Figure 1. Track usage over the die.
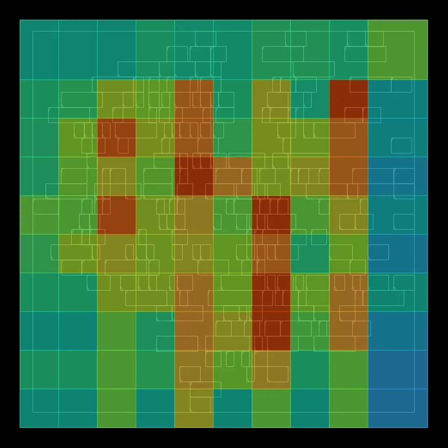
Figure 2. Selected gate families.
(6 px per µm)
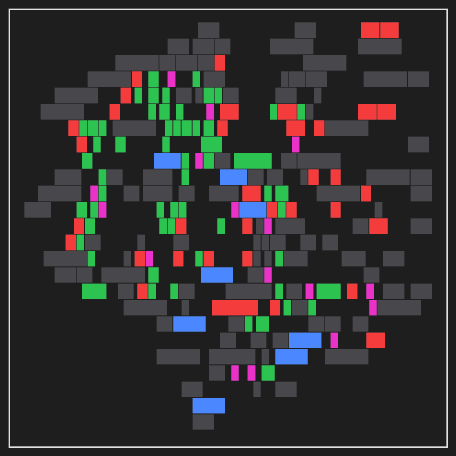
### config.mk
export PLATFORM = sky130hd
export DESIGN_NAME = peridot_tx_packet_encoder
export DESIGN_NICKNAME = d
export VERILOG_FILES = /design/src/rtl/peridot_tx_packet_encoder.sv
export SDC_FILE = /design/constraint.sdc
export NUM_CORES = 1
export LEC_CHECK = 0
export ABC_AREA = 1
export CAP_MARGIN = 5
export CORE_MARGIN = 2
export CORE_UTILIZATION = 25
export DETAILED_ROUTE_END_ITERATION = 12
export PLACE_DENSITY = 0.44
export SLEW_MARGIN = 25
export SYNTH_ARGS = -nofsm -noshare
export SYNTH_HDL_FRONTEND = slang
export SYNTH_SLANG_ARGS = --single-unit
### constraint.sdc
create_clock -name clk -period 1.5 [get_ports clk]
set_input_delay 0.15 -clock clk [delete_from_list [all_inputs] [get_ports clk]]
set_output_delay 0.15 -clock clk [all_outputs]
set_load 0.02 [all_outputs]
### src/rtl/peridot_tx_packet_encoder.sv
// ---------------------------------------------------------------------------
// peridot_tx_packet_encoder
//
// Turns a stream of packet beats (one data byte each, with start/end flags)
// into a flat byte stream for a UART-style sender. Each accepted beat is
// emitted as:
//   [SOP_MARK if sop] [EOP_MARK if eop] payload
// The payload is the data byte itself, or ESC_MARK followed by
// (data ^ ESC_XOR) when the data byte collides with one of the four marker
// values. This lets the far end re-frame the stream.
//
// Ports
//   clk              : single clock, rising edge
//   reset            : synchronous, active-high
//   in_ready         : beat sink ready (combinational from out_ready)
//   in_valid         : beat valid
//   in_data[7:0]     : beat data byte
//   in_startofpacket : beat is first of packet
//   in_endofpacket   : beat is last of packet
//   out_ready        : downstream sender ready
//   out_valid        : encoded byte valid (registered)
//   out_data[7:0]    : encoded byte (registered)
// ---------------------------------------------------------------------------
module peridot_tx_packet_encoder #(
  parameter logic [7:0] SOP_MARK = 8'h7A,
  parameter logic [7:0] EOP_MARK = 8'h7B,
  parameter logic [7:0] CH_MARK  = 8'h7C,
  parameter logic [7:0] ESC_MARK = 8'h7D,
  parameter logic [7:0] ESC_XOR  = 8'h20
) (
  input  logic       clk,
  input  logic       reset,
  output logic       in_ready,
  input  logic       in_valid,
  input  logic [7:0] in_data,
  input  logic       in_startofpacket,
  input  logic       in_endofpacket,
  input  logic       out_ready,
  output logic       out_valid,
  output logic [7:0] out_data
);

  // Each non-IDLE state names the next byte still owed for the held beat.
  typedef enum logic [1:0] {
    IDLE          = 2'd0,
    EMIT_EOP      = 2'd1,
    EMIT_ESC_DATA = 2'd2,
    EMIT_DATA     = 2'd3
  } state_t;

  state_t     r_state;
  state_t     w_next_state;

  // Holding registers for the beat being expanded.
  logic       r_eop;
  logic       r_special;
  logic [7:0] r_data;     // already XORed when r_special is set

  // Registered output slot.
  logic       r_out_valid;
  logic [7:0] r_out_data;

  logic       w_slot_free;
  logic       w_accept;
  logic       w_in_special;
  logic [7:0] w_in_payload;
  state_t     w_payload_state;   // state that emits the payload of the incoming beat
  state_t     w_held_payload_st; // same, for the held beat
  logic       w_load;
  logic [7:0] w_byte;

  // -------------------------------------------------------------------------
  // Handshake and beat classification
  // -------------------------------------------------------------------------
  assign w_slot_free = !r_out_valid || out_ready;

  // in_ready depends combinationally on out_ready; this keeps full
  // throughput for plain beats without a skid buffer.
  assign in_ready = (r_state == IDLE) && w_slot_free;
  assign w_accept = in_valid && in_ready;

  assign w_in_special = (in_data == SOP_MARK) || (in_data == EOP_MARK) ||
                        (in_data == CH_MARK)  || (in_data == ESC_MARK);
  assign w_in_payload = w_in_special ? (in_data ^ ESC_XOR) : in_data;

  assign w_payload_state   = w_in_special ? EMIT_ESC_DATA : EMIT_DATA;
  assign w_held_payload_st = r_special    ? EMIT_ESC_DATA : EMIT_DATA;

  // -------------------------------------------------------------------------
  // FSM: state register
  // -------------------------------------------------------------------------
  always_ff @(posedge clk) begin
    if (reset) r_state <= IDLE;
    else       r_state <= w_next_state;
  end

  // -------------------------------------------------------------------------
  // FSM: next state
  // -------------------------------------------------------------------------
  always_comb begin
    w_next_state = r_state;
    unique case (r_state)
      IDLE: begin
        if (w_accept) begin
          // The first byte goes out on the accept edge; move to the state
          // of the byte that follows it, if any.
          if (in_startofpacket)
            w_next_state = in_endofpacket ? EMIT_EOP : w_payload_state;
          else if (in_endofpacket)
            w_next_state = w_payload_state;
          else if (w_in_special)
            w_next_state = EMIT_DATA;   // ESC_MARK sent now, data next
          else
            w_next_state = IDLE;        // single-byte sequence
        end
      end
      EMIT_EOP:      if (w_slot_free) w_next_state = w_held_payload_st;
      EMIT_ESC_DATA: if (w_slot_free) w_next_state = EMIT_DATA;
      EMIT_DATA:     if (w_slot_free) w_next_state = IDLE;
      default:       w_next_state = IDLE;
    endcase
  end

  // -------------------------------------------------------------------------
  // FSM: outputs (which byte, if any, enters the output slot this edge)
  // -------------------------------------------------------------------------
  always_comb begin
    w_load = 1'b0;
    w_byte = 8'h00;
    unique case (r_state)
      IDLE: begin
        w_load = w_accept;
        if (in_startofpacket)   w_byte = SOP_MARK;
        else if (in_endofpacket) w_byte = EOP_MARK;
        else if (w_in_special)   w_byte = ESC_MARK;
        else                     w_byte = in_data;
      end
      EMIT_EOP: begin
        w_load = w_slot_free;
        w_byte = EOP_MARK;
      end
      EMIT_ESC_DATA: begin
        w_load = w_slot_free;
        w_byte = ESC_MARK;
      end
      EMIT_DATA: begin
        w_load = w_slot_free;
        w_byte = r_data;
      end
      default: begin
        w_load = 1'b0;
        w_byte = 8'h00;
      end
    endcase
  end

  // -------------------------------------------------------------------------
  // Output slot: a byte stays put until it transfers; valid only drops when
  // the slot frees up with nothing new to load.
  // -------------------------------------------------------------------------
  always_ff @(posedge clk) begin
    if (reset) begin
      r_out_valid <= 1'b0;
      r_out_data  <= 8'h00;
    end else if (w_load) begin
      r_out_valid <= 1'b1;
      r_out_data  <= w_byte;
    end else if (w_slot_free) begin
      r_out_valid <= 1'b0;
    end
  end

  assign out_valid = r_out_valid;
  assign out_data  = r_out_data;

  // -------------------------------------------------------------------------
  // Holding registers, captured on accept. Reset clears them so a beat that
  // was mid-expansion is dropped rather than resumed.
  // -------------------------------------------------------------------------
  always_ff @(posedge clk) begin
    if (reset) begin
      r_eop     <= 1'b0;
      r_special <= 1'b0;
      r_data    <= 8'h00;
    end else if (w_accept) begin
      r_eop     <= in_endofpacket;
      r_special <= w_in_special;
      r_data    <= w_in_payload;
    end
  end

  // EMIT_EOP is only reachable for a beat that carried eop.
  a_eop_state: assert property (@(posedge clk) disable iff (reset)
    (r_state == EMIT_EOP) |-> r_eop);

endmodule
==> flow_metrics.py <==
# Metrics from the implementation run
metrics = {
    "route": {
        "drt-total-wl_um": 3486,
        "met2WireLength_um": 1661,
        "route.detailed.vias_per_inst": 4.538,
        "drt_pass1_iterations": 4,
        "drt_drc_violations_left": 0,
        "topRoutingLayerUsed": "met4",
        "routed-wl-met3_um": 134,
        "vias": 1239,
        "first_iter_violations": 47,
        "detail_route.wirelength.met1_um": 1664,
    },
    "global_route": {
        "grtUsageMet3": 0.02901,
        "grt_first_pass_wirelength_um": 5616,
        "first_global_vias": 1225,
        "grt_use_total": 0.1352,
        "grt-ovfl-total": 0,
        "antenna_found_initial": 0,
        "use_met1": 0.1889,
    },
    "logic_synthesis": {
        "yosys_warning_total": 0,
        "xor_area_frac": 0,
        "synth_cell_type_count": 21,
        "synth-adder-area-share": 0.08475,
        "avgSynthCellArea_um2": 7.246,
        "syn_nets": 185,
        "yosys-mux-area-fraction": 0,
        "synth_seq_share": 0.3390,
        "synth_largest_type_area_fraction": 0.3390,
        "largest_area_cell": "dfxtp_1",
        "synth-cells-yosys": 163,
        "mappedNetlistArea_um2": 1181,
        "synth.comb.largest_family": "simple AND/OR/NAND/NOR gates",
        "synth-simple-area-share": 0.3040,
        "synth.cellmix.compoundShare": 0.1801,
        "synth_chip_area_um2": 1181,
    },
    "worst_setup_path": {
        "critical_path_class": "reg2out",
        "worst_setup_path_start_kind": "flip-flop",
        "crit_path_top_delay_cell": "dfxtp_2",
        "critical_path_arrival_ns": 1.30,
        "cp_common_cell": "inv_2",
        "delay_heaviest_family_cp": "buffers and inverters",
        "cp_cell_sequence": "inv_2 -> ha_2 -> inv_2 -> nor2_8 -> buf_12 -> buf_4",
        "crit_path_end_kind": "output port",
        "crit_buf_inv": 4,
    },
    "placed_design": {
        "place_area_um2": 1678,
        "dp_hpwl_um": 2722,
        "placement.setup.worst_slack_ns": -0.2618,
        "placedCellCount": 267,
        "io_buffer_count": 23,
    },
    "clock_tree": {
        "cts_root_buffer": "clkbuf_8",
        "cts_buffer_depth": 2,
        "post-cts-setup-buffers": 0,
        "cts-resized-gates": 9,
        "ctsHoldBuffers": 0,
        "clkSlewWorstSetupHoldPaths_ns": 0.08,
        "insertion_delay_ns": 0.26,
    },
    "floorplanning": {
        "fp-utilization": 0.2551,
        "die_h_um": 72.74,
        "die_w_um": 72.74,
        "die_area_um2": 5290,
        "ios": 24,
        "floorplan.core_area_um2": 4629,
    },
    "layout": {
        "comb_area_um2": 725.7,
        "dominant_logic_cell_types_in_the_final_layout": "38 x nand2_1, 35 x buf_4, 20 x clkdlybuf4s50_1, 18 x dfxtp_1",
        "n_antenna_cell": 0,
        "layout.filler_cells": 504,
        "nNetsFinal": 242,
        "fin_area_um2": 1819,
        "layout.area.seq_um2": 402.9,
        "area.growth.synth_to_final_pct": 54.02,
        "layout-drive-gt1-share": 0.3333,
    },
    "timing": {
        "hold_violations": 0,
        "holdWs_ns": 0.2322,
        "report.final.setup_viol": 0,
        "final_min_period_over_clock_period": 0.9672,
        "tightestPinTransition_ns": 0.2757,
        "max_freq_mhz": 689.2,
        "drv_slew": 0,
        "setup_ws_ns": 0.04914,
    },
    "pwr": {
        "cellPowerDensity_nw_per_um2": 2147,
        "power.total_mw": 3.905,
        "leakagePower_nw": 0.8287,
        "maximum_vdd_drop_uv": 785.0,
    },
    "hold_path": {
        "hold_path_class": "in2reg",
    },
    "outcome": {
        "outcome": "complete, no violations",
    },
    "job": {
        "maxCapViolations": 0,
    },
}
About Figure 1:
busiest grt layer: met2
final core utilization: 0.3930

About Figure 2:
[nand cells] green | cells: 58 | most used: nand2_1
[aoi and oai cells] red | cells: 36 | most used: a21oi_1
[fa/ha/maj cells] blue | cells: 8 | most used: ha_2
[inv cells] magenta | cells: 16 | most used: inv_1

-- worst register-to-register path, cell delays in order (launching register included) --
cell	delay, ns
dfxtp_2	0.33
inv_2	0.07
ha_2	0.18
inv_2	0.06
nor2_8	0.15
nand2_4	0.09
buf_4	0.13
nand2_1	0.07
nand2_2	0.09
nand2_2	0.08
nand2_1	0.05
nor2_1	0.09
-- worst paths after layout --
check / to / slack (ns) / start / depth (start not counted)
min reg2reg: r_data[0] / 0.47 / r_data[0] / 2
max reg2reg: r_state[1] / 0.06 / r_state[0] / 11
max: in_ready / 0.05 / r_state[0] / 6
min: r_data[2] / 0.23 / in_data[2] / 3
-- Yosys cell counts --
master,count
nand2_1,41
dfxtp_1,20
a21oi_1,17
nor2_1,17
inv_1,15
nand3_1,14
o21ai_0,9
ha_1,8
o21ai_2,5
a21oi_2,3
buf_2,2
clkbuf_1,2
nand2_4,2
buf_12,1
buf_6,1
inv_2,1
nand3_4,1
nor2_4,1
nor2_8,1
o21ai_1,1
o31ai_1,1
-- report_power, final --
group	switching, mW	internal (mW)
Sequential	0.110	0.721
Clock	0.193	0.234
Combinational	1.38	1.27
Total	1.68	2.22
-- logic make-up after synthesis --
logic type               Yosys count
AND/OR/NAND/NOR                   77
adder cells (fa/ha/maj)            8
flip-flops                        20
buffers and inverters             22
AND-OR/OR-AND                     36
-- sequential cells by signal, summed over array words and instances, names as in the netlist --
signal     flops
out_data       8
out_valid      1
r_data         8
r_special      1
r_state        2
-- cell type report --
type | count | share of cell area
Inverter | 16 | 0.03301
Sequential cell | 20 | 0.2215
Tap cell | 54 | 0.03714
Timing Repair Buffer | 58 | 0.2792
Multi-Input combinational cell | 121 | 0.3989
Clock buffer | 4 | 0.03026
No activity file was given, so power comes from the tool's default toggle rates.
